==> run_1/m1.png <==
Supply wires on this layer in grey.
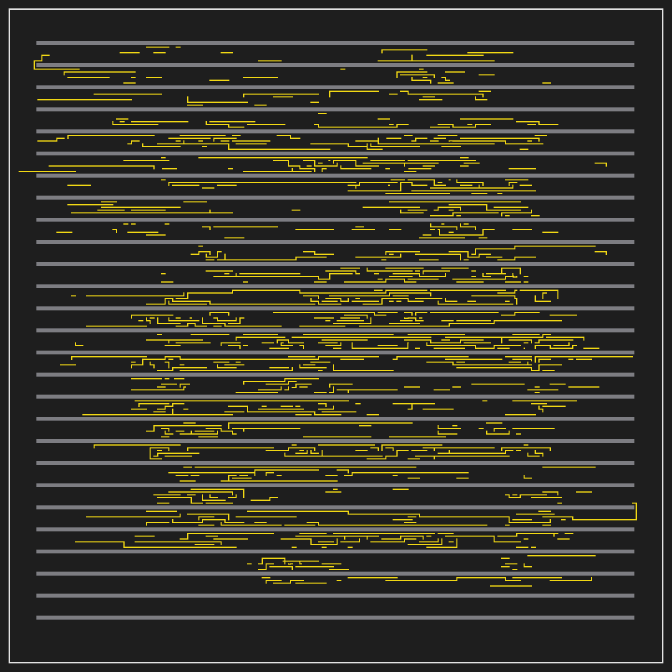
==> run_1/util_map.png <==
The die is cut into 8 by 8 equal tiles; white is low, dark blue is high, 0 to 100% covered.
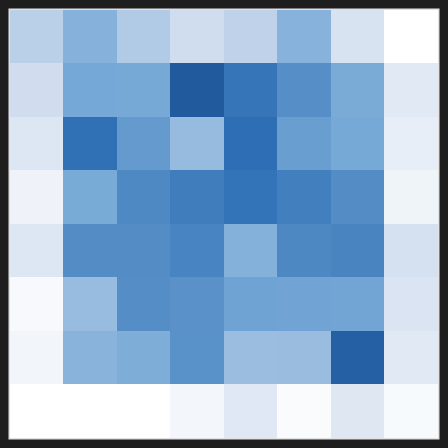
==> run_1/port_trees.png <==
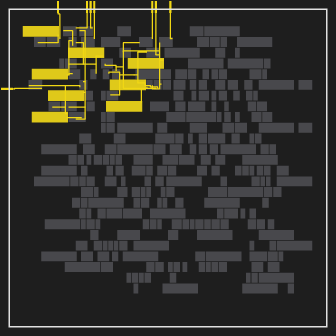
--- src/rtl/key_step_gen_pkg.sv ---
// Shared definitions for the key step generator: FSM state encoding,
// synchroniser reset level and a small sizing helper.
package key_step_gen_pkg;

   typedef enum logic [2:0] {
      IDLE        = 3'd0,
      PRESS_DEB   = 3'd1,
      HELD_WAIT   = 3'd2,
      REPEAT      = 3'd3,
      RELEASE_DEB = 3'd4
   } state_t;

   // Inactive key level after polarity normalisation.
   localparam logic SYNC_RST_LVL = 1'b0;

   function automatic int unsigned max3(input int unsigned a,
                                        input int unsigned b,
                                        input int unsigned c);
      int unsigned m;
      m = a;
      if (b > m) m = b;
      if (c > m) m = c;
      return m;
   endfunction

endpackage

--- src/rtl/key_step_gen_sync.sv ---
// Parameterised 2-flop synchroniser with asynchronous active-low reset,
// shared by all push-button inputs.
module key_sync #(
   parameter int unsigned      WIDTH   = 1,
   parameter logic [WIDTH-1:0] RST_VAL = '0
) (
   input  logic             i_clk,
   input  logic             i_rst_n,
   input  logic [WIDTH-1:0] i_d,
   output logic [WIDTH-1:0] o_q
);

   logic [WIDTH-1:0] r_meta;
   logic [WIDTH-1:0] r_sync;

   always_ff @(posedge i_clk or negedge i_rst_n) begin
      if (!i_rst_n) begin
         r_meta <= RST_VAL;
         r_sync <= RST_VAL;
      end else begin
         r_meta <= i_d;
         r_sync <= r_meta;
      end
   end

   assign o_q = r_sync;

endmodule

--- src/rtl/key_step_gen.sv ---
// Debounces a raw push-button into single-cycle step strobes with optional
// auto-repeat while held, plus an 8-bit strobe counter for debug display.
module key_step_gen
   import key_step_gen_pkg::*;
#(
   parameter int unsigned DEB_CYCLES     = 500000,
   parameter int unsigned HOLD_CYCLES    = 25000000,
   parameter int unsigned REPEAT_CYCLES  = 5000000,
   parameter int unsigned REPEAT_EN      = 1,
   parameter int unsigned KEY_ACTIVE_LOW = 0
) (
   input  logic       clk,
   input  logic       rst_n,
   input  logic       key_in,
   output logic       step,
   output logic       key_level,
   output logic       repeating,
   output logic [7:0] step_cnt
);

   localparam int unsigned CNT_MAX = max3(DEB_CYCLES, HOLD_CYCLES, REPEAT_CYCLES);
   localparam int unsigned CNT_W   = $clog2(CNT_MAX);

   localparam logic [CNT_W-1:0] DEB_LAST  = CNT_W'(DEB_CYCLES - 1);
   localparam logic [CNT_W-1:0] HOLD_LAST = CNT_W'(HOLD_CYCLES - 1);
   localparam logic [CNT_W-1:0] REP_LAST  = CNT_W'(REPEAT_CYCLES - 1);
   localparam logic [CNT_W-1:0] CNT_ONE   = CNT_W'(1);

   logic w_key_norm;
   logic w_key_s;

   state_t           r_state;
   logic [CNT_W-1:0] r_cnt;
   logic             r_step;
   logic             r_key_level;
   logic             r_repeating;
   logic [7:0]       r_step_cnt;

   assign w_key_norm = (KEY_ACTIVE_LOW != 0) ? ~key_in : key_in;

   key_sync #(
      .WIDTH   (1),
      .RST_VAL (SYNC_RST_LVL)
   ) u_key_sync (
      .i_clk   (clk),
      .i_rst_n (rst_n),
      .i_d     (w_key_norm),
      .o_q     (w_key_s)
   );

   always_ff @(posedge clk or negedge rst_n) begin
      if (!rst_n) begin
         r_state     <= IDLE;
         r_cnt       <= '0;
         r_step      <= 1'b0;
         r_key_level <= 1'b0;
         r_repeating <= 1'b0;
         r_step_cnt  <= '0;
      end else begin
         r_step <= 1'b0;
         case (r_state)
            IDLE: begin
               if (w_key_s) begin
                  r_state <= PRESS_DEB;
                  r_cnt   <= '0;
               end
            end
            PRESS_DEB: begin
               if (!w_key_s) begin
                  r_state <= IDLE;
                  r_cnt   <= '0;
               end else if (r_cnt == DEB_LAST) begin
                  r_state     <= HELD_WAIT;
                  r_cnt       <= '0;
                  r_step      <= 1'b1;
                  r_step_cnt  <= r_step_cnt + 8'd1;
                  r_key_level <= 1'b1;
               end else begin
                  r_cnt <= r_cnt + CNT_ONE;
               end
            end
            HELD_WAIT: begin
               if (!w_key_s) begin
                  r_state <= RELEASE_DEB;
                  r_cnt   <= '0;
               end else if (r_cnt == HOLD_LAST) begin
                  // Without auto-repeat the timer simply parks at its last value.
                  if (REPEAT_EN != 0) begin
                     r_state     <= REPEAT;
                     r_cnt       <= '0;
                     r_step      <= 1'b1;
                     r_step_cnt  <= r_step_cnt + 8'd1;
                     r_repeating <= 1'b1;
                  end
               end else begin
                  r_cnt <= r_cnt + CNT_ONE;
               end
            end
            REPEAT: begin
               // Release is checked first so it beats a coincident repeat expiry.
               if (!w_key_s) begin
                  r_state     <= RELEASE_DEB;
                  r_cnt       <= '0;
                  r_repeating <= 1'b0;
               end else if (r_cnt == REP_LAST) begin
                  r_cnt      <= '0;
                  r_step     <= 1'b1;
                  r_step_cnt <= r_step_cnt + 8'd1;
               end else begin
                  r_cnt <= r_cnt + CNT_ONE;
               end
            end
            RELEASE_DEB: begin
               if (w_key_s) begin
                  r_state <= HELD_WAIT;
                  r_cnt   <= '0;
               end else if (r_cnt == DEB_LAST) begin
                  r_state     <= IDLE;
                  r_cnt       <= '0;
                  r_key_level <= 1'b0;
               end else begin
                  r_cnt <= r_cnt + CNT_ONE;
               end
            end
            default: begin
               r_state <= IDLE;
               r_cnt   <= '0;
            end
         endcase
      end
   end

   assign step      = r_step;
   assign key_level = r_key_level;
   assign repeating = r_repeating;
   assign step_cnt  = r_step_cnt;

endmodule

--- config.mk ---
export PLATFORM = sky130hd
export DESIGN_NAME = key_step_gen
export DESIGN_NICKNAME = d
export VERILOG_FILES = /design/src/rtl/key_step_gen_pkg.sv /design/src/rtl/key_step_gen_sync.sv /design/src/rtl/key_step_gen.sv
export SDC_FILE = /design/constraint.sdc
export NUM_CORES = 1
export LEC_CHECK = 0
export CORE_MARGIN = 3
export CORE_UTILIZATION = 42
export CTS_BUF_LIST = sky130_fd_sc_hd__clkbuf_4 sky130_fd_sc_hd__clkbuf_8 sky130_fd_sc_hd__clkbuf_16
export DETAILED_ROUTE_END_ITERATION = 8
export SLEW_MARGIN = 5
export SYNTH_ARGS = -nofsm -noshare
export SYNTH_HDL_FRONTEND = slang
export SYNTH_SLANG_ARGS = --single-unit
--- constraint.sdc ---
create_clock -name clk -period 2.88 [get_ports clk]
set_input_delay 0.864 -clock clk [delete_from_list [all_inputs] [get_ports clk]]
set_output_delay 0.864 -clock clk [all_outputs]
set_load 0.01 [all_outputs]
==> flow_metrics.py, run 1 <==
# Physical implementation metrics
metrics = {
    "yosys": {
        "yosysTopAreaCellShare_pct": 44.35,
        "synth_seq_share_pct": 44.35,
        "yosys-top-cells-area": "dfrtp_1 (44%), a31oi_1 (5.1%), nand2_1 (4.2%), a21oi_1 (3.9%), nand3_1 (3.9%)",
        "ys_sh_xor_pct": 4.164,
        "syn-num-nets": 252,
        "ff_type": "dfrtp_1",
        "synth_cells": 247,
        "ys_types": 49,
        "fa_ha_area_share_pct": 1.082,
        "logic_family": "simple AND/OR/NAND/NOR gates",
        "synth-edff-count": 0,
        "ys_ff": 41,
        "synth.largest_area_cell": "dfrtp_1",
        "yosysMostFrequentCell": "dfrtp_1",
        "synthSimpleGateAreaFrac_pct": 26.01,
        "synth_async_sr_flop_share_pct": 100.0,
        "yosys_cells": 247,
        "yosys_area_mm2": 0.002313,
    },
    "power_and_ir_drop": {
        "p_sw_uw": 273.4,
        "maxPowerGroup": "registers",
        "p_int_uw": 808.1,
        "sequentialPower_uw": 619,
        "combPwrFrac_pct": 6.7,
        "p_per_area_mw_per_mm2": 414.0,
        "pg_comb_uw": 72.1,
        "pwr-share-clk_pct": 36.1,
        "swShare_pct": 25.28,
        "leakage_uw": 0.001029,
        "totalPowerFinal_uw": 1082,
        "p_seq_share_pct": 57.2,
    },
    "floorplan": {
        "tap_cells": 70,
        "chipArea_mm2": 0.006434,
        "rows": 26,
    },
    "final_layout": {
        "clkbuf_count": 6,
        "dominant_cells": "combinational gates",
        "nNonClkBuffers": 25,
        "clkCellAreaFrac_pct": 3.448,
        "sh_comb_area_pct": 45.26,
        "area_growth_pct": 12.93,
        "sh_seq_area_pct": 39.27,
        "nNetsFinal": 269,
        "diodes": 0,
        "ff_latch_area_mm2": 0.001026,
        "comb_cells": 188,
        "drive_above_1_share_pct": 10.98,
        "inverters": 3,
        "fill_cells": 500,
    },
    "status": {
        "status": "complete, no violations",
    },
    "hold_path": {
        "holdPathEnd": "u_key_sync.o_q",
        "min_path_type": "reg2reg",
        "hold_depth": 0,
    },
    "worst_setup_path": {
        "path_cells": "or4_1 > nor4_4 > buf_4 > a211oi_1 > a31o_1 > buf_4 > a21o_1 > a22o_1",
        "rr_worst_depth": 8,
        "crit_path_max_incr_delay_ps": 650,
        "cp_data_arrival_time_ps": 2900,
        "r2r_end": "r_cnt[3]",
        "reg2reg_from": "r_cnt[6]",
        "worstPathMaxFanout": 44,
        "cpMostUsedCell": "buf_4",
        "crit_buf_inv": 2,
        "cp.required_ps": 3070,
        "end_kind": "flip-flop",
    },
    "detailed_routing": {
        "wl_per_cell_um": 15.48,
        "drt_iter0_drc": 176,
        "drc": 0,
        "met1_length_um": 2562,
        "ant_nets": 0,
        "drt-pass1-iter-count": 4,
    },
    "sta": {
        "fmax_mhz": 368.4,
        "period_used_pct": 94.24,
        "finalSetupViolCount": 0,
        "rsz0062_at_grt": "false",
    },
    "grt": {
        "grt_pass1_wl_um": 8618,
        "grt_pass1_vias": 1731,
        "grt_max_degree": 45,
        "grt_antenna_before_repair": 0,
        "grt_use_total_pct": 16.95,
    },
    "clock_tree": {
        "cts_max_path_buffers": 2,
        "numCtsBuffers": 5,
        "clk_pin_slew_worst_paths_ps": 80,
        "clock_latency_ps": 290,
        "cts_tree": "built",
    },
    "placement": {
        "placed_area_mm2": 0.002495,
        "dp.cells": 325,
        "gp_congestion": 0.8165,
    },
    "run": {
        "warnings": 26,
    },
}
## Picture notes: m1.png
- main direction: horizontal
- wire length on this layer: 2560 um
- longest straight run: 27.1 um
- share of all routed wire: 50%
total wire length: 5169 um
Vias: 1950
GR met1 Demand/Resource: 25.39%

## Picture notes: util_map.png
- mean over tiles: 39%
- densest ninth of the die: centre
- tiles over 75% full: 4.7%
- nearly empty tiles: 6.2%
- emptiest ninth of the die: south-west
- fullest tile: 83%
core footprint: 0.005205 mm^2
final core utilization: 50.19%
FP Core Util: 44.45%

## Picture notes: port_trees.png
- `step_cnt`: yellow (bits 8; direction output; edge 7 north, 1 west; end cells 8; buffers 8; wire 256 um)
IO Pins: 14
number of port buffers: 13

==> run 1: per-stage QoR <==
stage	util, %	setup slack [ps]
finish	50.19	165.8
global route	50.19	10.43
CTS	49.66	179.2
detailed placement	47.93	208.2
global placement	47.93	286.2
floorplan	-	481.2
==> run 1: timing repair <==
action / in CTS / in global routing
gates resized: 0 / 2
setup buffers: 0 / 2
setup endpoints to repair: 0 / 4
==> run 1: flip-flops by register name, summed over array words and instances (netlist names) <==
| name | cells |
|---|---|
| repeating | 1 |
| key_level | 1 |
| step | 1 |
| r_state | 3 |
| u_key_sync.o_q | 1 |
| step_cnt | 8 |
| u_key_sync.r_meta | 1 |
| r_cnt | 25 |
==> run 1: cell families (layout without fill, tap and decap cells) <==
group / Yosys count / count (layout)
AND/OR/NAND/NOR: 109 / 109
XOR/XNOR: 11 / 11
buffers and inverters: 18 / 35
adder cells (fa/ha/maj): 2 / 2
multiplexers: 2 / 2
AND-OR/OR-AND: 64 / 64
flip-flops: 41 / 41
==> run 1: layer usage <==
| layer | track usage (%) | up-vias |
|---|---|---|
| met1 | 25.39 | 946 |
| met2 | 24.34 | 37 |
| met5 | 0 | - |
| met4 | 5.068 | 0 |
| li1 | - | 961 |
| met3 | 3.587 | 6 |
==> run 1: worst max-delay path by stage <==
| stage | from | end | depth (start not counted) |
|---|---|---|---|
| after floorplan | r_cnt[20] | r_cnt[10] | 9 |
| after global placement | r_cnt[6] | r_cnt[3] | 7 |
| after detailed placement | r_cnt[6] | r_cnt[3] | 7 |
| after CTS | r_cnt[6] | r_cnt[3] | 7 |
| after global routing | r_cnt[6] | r_cnt[4] | 8 |
| final | r_cnt[6] | r_cnt[3] | 8 |
==> run 1 -> run 2 <==
--- a/config.mk
+++ b/config.mk
@@ -13,3 +13,4 @@
 export SYNTH_ARGS = -nofsm -noshare
 export SYNTH_HDL_FRONTEND = slang
 export SYNTH_SLANG_ARGS = --single-unit
+export TNS_END_PERCENT = 20
==> run_2/class_map.png <==
The bar under the picture is 20 um long. Fill, decap, tap and diode cells in grey.
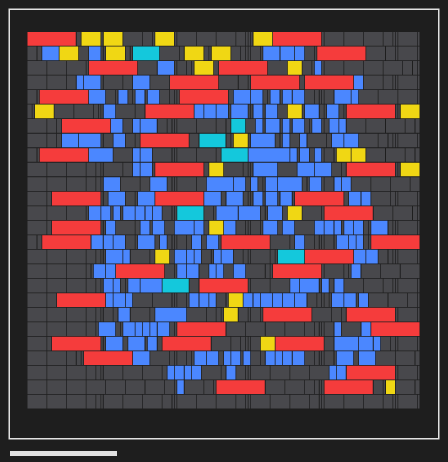
- remaining buffers and delay cells: yellow (cells 25)
- registers: red (cells 41)
- clock drivers and dummy loads: cyan (cells 7)
- remaining logic cells: blue (cells 191)
fraction of area in registers: 39.27%
site row count: 26
post-route cell area: 0.002613 mm^2

==> run_2/port_trees.png <==
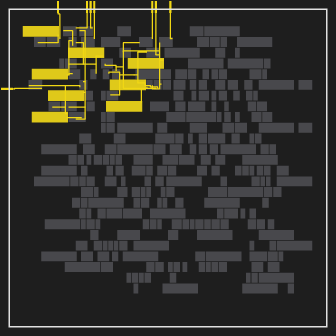
- `step_cnt`: yellow (bits 8; direction output; edge 7 north, 1 west; end cells 8; buffers 8; wire 256 um)

==> run_2/util_map.png <==
The die is cut into 8 by 8 equal tiles; white is low, dark blue is high, 0 to 100% covered.
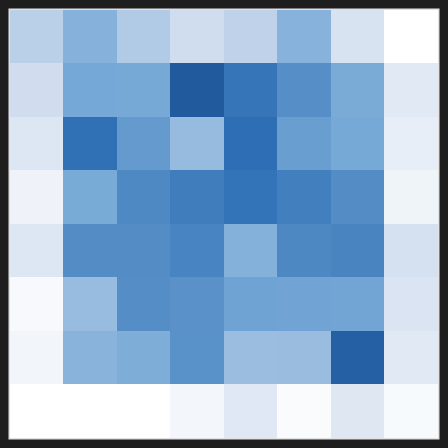
- emptiest ninth of the die: south-west
- nearly empty tiles: 6.2%
- fullest tile: 83%

==> run 2 against run 1 <==
Compared with the run above:
- hold slack stayed put
- core utilization stayed put
- global-route usage is the same
- flip-flop count stayed put
- wire length is the same
- sequential share of layout area did not move
- maximum frequency unchanged
- first-iteration DRC count unchanged
- worst setup slack unchanged
- synthesized area stayed put
- count of clock-buffer cells in the layout is the same
- highest routed layer unchanged
==> flow_metrics.py, run 2 <==
# Physical implementation metrics
metrics = {
    "placement": {
        "gp_congestion": 0.8165,
        "port_buffers": 13,
        "dp_slack_ps": 208.2,
    },
    "clock_tree": {
        "clock_latency_ps": 290,
        "cts_max_path_buffers": 2,
        "clk_pin_slew_worst_paths_ps": 80,
    },
    "yosys": {
        "ys_ff": 41,
        "synth_async_sr_flop_share_pct": 100.0,
        "logic_family": "simple AND/OR/NAND/NOR gates",
        "yosys-top-cells-area": "dfrtp_1 (44%), a31oi_1 (5.1%), nand2_1 (4.2%), a21oi_1 (3.9%), nand3_1 (3.9%)",
        "yosysTopAreaCellShare_pct": 44.35,
        "synth_cells": 247,
        "synth.largest_area_cell": "dfrtp_1",
        "synthSimpleGateAreaFrac_pct": 26.01,
        "yosysMostFrequentCell": "dfrtp_1",
        "ys_types": 49,
        "ff_type": "dfrtp_1",
        "fa_ha_area_share_pct": 1.082,
        "synth_seq_share_pct": 44.35,
    },
    "floorplan": {
        "initCoreUtil_pct": 44.45,
        "chipArea_mm2": 0.006434,
        "coreArea_mm2": 0.005205,
        "io_pins": 14,
    },
    "grt": {
        "grt_pass1_vias": 1731,
        "grt_antenna_before_repair": 0,
        "grt_max_degree": 45,
        "grt_use_total_pct": 16.95,
    },
    "sta": {
        "fmax_mhz": 368.4,
        "setup_ws_ps": 165.8,
        "rsz0062_at_grt": "false",
    },
    "worst_setup_path": {
        "worstPathMaxFanout": 44,
        "crit_path_max_incr_delay_ps": 650,
        "cpMostUsedCell": "buf_4",
        "end_kind": "flip-flop",
        "path_cells": "or4_1 > nor4_4 > buf_4 > a211oi_1 > a31o_1 > buf_4 > a21o_1 > a22o_1",
        "cp.required_ps": 3070,
    },
    "detailed_routing": {
        "wl_per_cell_um": 15.48,
        "ant_nets": 0,
        "drt-pass1-iter-count": 4,
        "drc": 0,
    },
    "final_layout": {
        "nNetsFinal": 269,
        "drive_above_1_share_pct": 10.98,
        "final_core_util_pct": 50.19,
    },
    "status": {
        "status": "complete, no violations",
    },
    "power_and_ir_drop": {
        "totalPowerFinal_uw": 1082,
    },
}
## run 2: cell counts after synthesis
No cell type changed its count.
## run 2: critical path, delay by kind of cell, from the launching register on
kind / cells / cell delay [ps]
AND/OR/NAND/NOR: 2 / 1060
AND-OR/OR-AND: 4 / 630
flip-flops: 1 / 440
buffers and inverters: 2 / 450
## run 2: where the power goes
part / switching (uW) / internal [uW] / leakage [uW]
combinational: 46.2 / 25.9 / 0.000422
clock: 201 / 190 / 0.0000433
sequential: 26.4 / 593 / 0.000563
## run 2: cell type report
| type | count | area (um^2) |
|---|---|---|
| clock buffers | 6 | 82.58 |
| repair buffers | 25 | 215.2 |
| inverters | 3 | 11.26 |
| multi-input cells | 188 | 1182 |
| fillers | 500 | 2592 |
| well taps | 70 | 87.58 |
| flip-flops and latches | 41 | 1026 |
| clock inverters | 1 | 7.507 |
## run 2: stage by stage
step,area [um^2],hold slack [ps]
global placement,2495,334.1
detailed placement,2495,339.6
CTS,2585,364.5
global route,2613,383.5
floorplan,2313,331.2
finish,2613,356.2
## run 2: repair_timing
action                                  CTS  global route
resized                                   0             2
hold endpoints to repair                  0             0
buffers inserted                          0             2
endpoints found under the setup margin    0             4
## run 2: worst paths after layout
kind | startpoint | cells after the start | end | slack, ps
setup / recovery | r_cnt[6] | 8 | r_cnt[3] | 170
hold reg to reg | u_key_sync.r_meta | 0 | u_key_sync.o_q | 360
max in group asynchronous | rst_n | 2 | r_state[0] | 1700
setup reg to reg | r_cnt[6] | 8 | r_cnt[3] | 170
min in group asynchronous | rst_n | 1 | r_cnt[12] | 520
hold / removal | u_key_sync.r_meta | 0 | u_key_sync.o_q | 360
## run 2: layer usage
layer,track usage [%],vias up
li1,-,961
met1,25.39,946
met2,24.34,37
met3,3.587,6
met4,5.068,0
met5,0,-
Power and IR drop assume default switching activity.
